--- src/rtl/text_banner_ctrl.sv ---
// Animated text banner sequencer: slides a row of glyphs in and out and merges their pixel returns.
// Optional blink of the resting banner is enabled by defining BLINK_EN.
module text_banner_ctrl #(
  parameter int N_GLYPH      = 4,
  parameter int PITCH        = 32,
  parameter int BASE_X       = 256,
  parameter int TARGET_Y     = 200,
  parameter int HIDE_Y       = 480,
  parameter int STEP         = 8,
  parameter int BLINK_FRAMES = 30
) (
  input  logic                   clk,
  input  logic                   reset,
  input  logic                   frame_tick,
  input  logic                   show_req,
  input  logic                   hide_req,
  input  logic [N_GLYPH-1:0]     glyph_hit,
  output logic [10*N_GLYPH-1:0]  glyph_x,
  output logic [9:0]             start_y,
  output logic                   pixel_on,
  output logic                   busy,
  output logic                   done
);

  typedef enum logic [1:0] {HIDDEN, SLIDE_IN, SHOWN, SLIDE_OUT} state_e;

  localparam logic [10:0] STEP11 = 11'(STEP);
  localparam logic [10:0] TGT11  = 11'(TARGET_Y);
  localparam logic [10:0] HIDE11 = 11'(HIDE_Y);

  state_e      state_q, req_state;
  logic [9:0]  y_q;
  logic [10:0] y_ext, y_dn, y_up;
  logic        pixel_on_q, done_q, visible, stay_shown;

  for (genvar i = 0; i < N_GLYPH; i++) begin : g_x
    assign glyph_x[10*i +: 10] = 10'(BASE_X + i*PITCH);
  end

  // Request handling before movement; hide wins over show.
  always_comb begin
    req_state = state_q;
    case (state_q)
      HIDDEN:    if (show_req && !hide_req) req_state = SLIDE_IN;
      SLIDE_IN:  if (hide_req)              req_state = SLIDE_OUT;
      SHOWN:     if (hide_req)              req_state = SLIDE_OUT;
      SLIDE_OUT: if (show_req && !hide_req) req_state = SLIDE_IN;
      default:                              req_state = HIDDEN;
    endcase
  end

  // 11-bit clamped motion so start_y never overshoots either end.
  assign y_ext      = {1'b0, y_q};
  assign y_dn       = (y_ext >= TGT11 + STEP11) ? y_ext - STEP11 : TGT11;
  assign y_up       = (y_ext + STEP11 <= HIDE11) ? y_ext + STEP11 : HIDE11;
  assign stay_shown = (state_q == SHOWN) && (req_state == SHOWN);

  always_ff @(posedge clk) begin
    if (reset) begin
      state_q <= HIDDEN;
      y_q     <= HIDE11[9:0];
      done_q  <= 1'b0;
    end else begin
      state_q <= req_state;
      done_q  <= 1'b0;
      if (frame_tick) begin
        if (req_state == SLIDE_IN) begin
          y_q <= y_dn[9:0];
          if (y_dn == TGT11) begin
            state_q <= SHOWN;
            done_q  <= 1'b1;
          end
        end else if (req_state == SLIDE_OUT) begin
          y_q <= y_up[9:0];
          if (y_up == HIDE11) begin
            state_q <= HIDDEN;
            done_q  <= 1'b1;
          end
        end
      end
    end
  end

`ifdef BLINK_EN
  localparam int CW = $clog2(BLINK_FRAMES + 1);
  localparam logic [CW-1:0] BF = CW'(BLINK_FRAMES);

  logic [CW-1:0] blink_cnt_q;
  logic          phase_q;

  // Phase only runs while resting on screen; any other state restarts it lit.
  always_ff @(posedge clk) begin
    if (reset || !stay_shown) begin
      blink_cnt_q <= '0;
      phase_q     <= 1'b1;
    end else if (frame_tick) begin
      if (blink_cnt_q + 1'b1 == BF) begin
        blink_cnt_q <= '0;
        phase_q     <= ~phase_q;
      end else begin
        blink_cnt_q <= blink_cnt_q + 1'b1;
      end
    end
  end
  assign visible = phase_q;
`else
  logic unused_blink;
  assign unused_blink = stay_shown;
  assign visible      = 1'b1;
`endif

  always_ff @(posedge clk) begin
    if (reset) pixel_on_q <= 1'b0;
    else       pixel_on_q <= (|glyph_hit) && (state_q != HIDDEN) && visible;
  end

  assign start_y  = y_q;
  assign pixel_on = pixel_on_q;
  assign done     = done_q;
  assign busy     = (state_q == SLIDE_IN) || (state_q == SLIDE_OUT);

endmodule
--- config.mk ---
export PLATFORM = sky130hd
export DESIGN_NAME = text_banner_ctrl
export DESIGN_NICKNAME = d
export VERILOG_FILES = /design/src/rtl/text_banner_ctrl.sv
export SDC_FILE = /design/constraint.sdc
export NUM_CORES = 1
export LEC_CHECK = 0
export CAP_MARGIN = 20
export CORE_MARGIN = 1.5
export CORE_UTILIZATION = 40
export CTS_BUF_LIST = sky130_fd_sc_hd__clkbuf_4 sky130_fd_sc_hd__clkbuf_8
export DETAILED_ROUTE_END_ITERATION = 8
export GPL_ROUTABILITY_DRIVEN = 0
export GPL_TIMING_DRIVEN = 1
export HOLD_SLACK_MARGIN = 0.1
export PLACE_DENSITY = 0.87
export RECOVER_POWER = 25
export SLEW_MARGIN = 10
export SYNTH_ARGS = -nofsm -noshare
export SYNTH_HDL_FRONTEND = slang
export SYNTH_SLANG_ARGS = --single-unit
--- constraint.sdc ---
create_clock -name clk -period 3.1 [get_ports clk]
set_input_delay 0.775 -clock clk [delete_from_list [all_inputs] [get_ports clk]]
set_output_delay 0.775 -clock clk [all_outputs]
set_load 0.05 [all_outputs]
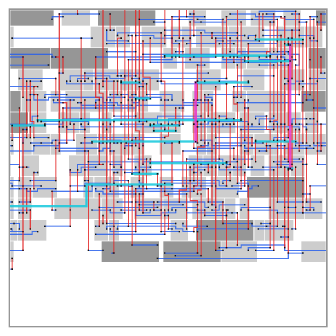
Fig. 1. Layout detail.
Window x 11 to 51, y 11 to 51 µm. Cells in grey, sequential cells in the stronger grey; small squares are vias.
metal 1: in blue. metal 2: in red. metal 4: in magenta. metal 3: in cyan.
Sequential cells in the window: 8. 116 logic cells have their middle in the window. Netlist names of flops here include `start_y` (6). Most frequent: nor2_1 (12), nand2_1 (10).

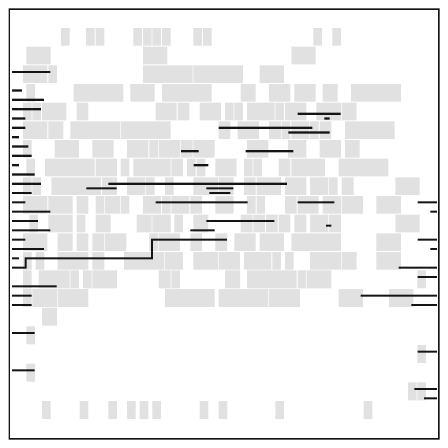
Fig. 2. The metal 3 layer.
Cells faint in the background.
The longest straight run is 25.8 µm. The layer carries 247 µm of wire. The layer holds 9.0% of the routed length. The wires run mostly horizontal.

==> run notes <==
This note records the results obtained with Yosys and OpenROAD.

Worst setup path
In this run the critical register-to-register path is launched from start_y[3]. The script reports the combined buffer and inverter count of the critical path as 2. The worst reg-to-reg path cell count is 7.

The critical path starts at state_q[1]. According to the timing report, the data required time at the worst endpoint equals 2.32 ns. The largest stage delay on the critical path is 0.70 ns.

For reference, the critical path cell chain is inv_1 -> ha_1 -> or2_2 -> clkdlybuf4s50_1. The worst reg2reg path endpoint is start_y[7]. The worst setup path endpoint is busy.

Status
The run finished with clean final reports.

Finish
The layout cell share with drive strength beyond 1 is 0.104. The total inserted antenna cells is 0. The total of fill cells in the finished design is 367. The finished layout reports a core utilization of 0.449. The final instance count without filler cells is 239. The post-layout instance area is 0.00151 mm².

From synthesis to final layout, the design area changed by 6.92%.

Detailed routing
The final layout contains routed wiring with a total length of 2.76 mm. The number of design rule violations left after detail routing is 0.

Pwr
The switching portion of total power is 0.530. IR analysis of the VDD net gives a maximum drop of 0.313 mV. Overall power consumption after layout is estimated at 1.02 mW. Of the total power, registers draw 0.261.

The power drawn by the sequential cells is 0.265 mW.

Global routing
The total track usage is 0.143. Routing resource usage on met1 recorded by global route was 0.190. The met3 demand-to-capacity share in global routing is 0.0396. Entering global routing, the biggest net connects 18 pins. met2 is the most crowded layer.

Clocking
The number of buffers created by CTS is 3. According to the CTS report, the clock sink count is 14. The timing report gives the clock slew at the launch and capture registers of the worst setup and hold paths as 0.09 ns.

The post-cts gate resize count is 0. The H-tree depth is 1.

Timing
The accumulated negative setup slack is 0 ns. For the pin with the worst max-slew slack, the measured transition is 0.619 ns. The post-route minimum period is 2.73 ns.

The smallest setup slack after layout is 0.366 ns. The final hold violation count is 0. The max-slew check reports its worst relative slack as 0.587. After layout, the setup clock skew is reported as 0.00114 ns.

Logic synthesis
The synthesis run identifies the leading combinational cell family as buffers and inverters. The synthesized design contains 14 register bits. The count of library flops with an enable pin is 0. A synthesized cell averages 7.88 µm². The share of cell area taken by muxes after synthesis is 0.00798. In this run, the synthesized area fraction spent on xor and xnor cells is recorded as 0.0248.

The count of distinct cell types in the synthesized netlist is 55. Per the synth stats, the flop cell with the highest instance count is dfxtp_1. The cell type contributing the most total cell area after synthesis is buf_4. The yosys synthesis chip area is 0.00141 mm². The number of cells in the yosys synthesis report is 179. Ranked by instance count, the synthesized netlist is headed by 40 x buf_4, 14 x dfxtp_1, 13 x nor2_1. After synthesis, the cell types taking the most area are buf_4 21%, dfxtp_1 20%, ha_1 4.4%, nor2_1 3.5%, o21ai_0 2.8%. The combined area of all synthesized cells is 0.00141 mm².

The fraction of the yosys area taken by sequential cells is 0.199. Per the post-synthesis report, the number of cells in the design is 179. The share of synthesized cell area in and, or, nand and nor gates is 0.207.

Die
The effective utilization at floorplan is 0.420.

Min path
The start point of the worst hold path is start_y[2].

Place
Per the placement report, the placed cell count is 235. The post-detailed-placement cell area is 0.00147 mm².
-- cell usage in the layout (no fill, tap or decap), types with 3 or more instances in the layout --
cell	synthesis	layout
a21oi_1	4	4
a21oi_2	3	3
and2_1	5	5
clkbuf_4	1	3
clkdlybuf4s50_1	0	16
conb_1	2	40
dfxtp_1	14	14
dlygate4sd3_1	0	5
ha_1	5	5
inv_1	5	5
nand2_1	10	10
nand3_1	5	5
nor2_1	13	13
nor3_1	7	7
o21ai_0	8	8
xnor2_1	3	3
-- cell type report --
cell class,count,share of cell area
inverters,5,0.0124
multi-input cells,149,0.600
repair buffers,21,0.139
well taps,46,0.0381
clock buffers,4,0.0240
flip-flops and latches,14,0.186
-- state kept, by name, summed over array words and instances, names as in the netlist --
name / cells
start_y: 10
done: 1
state_q: 2
pixel_on: 1
Power and IR drop assume default switching activity.
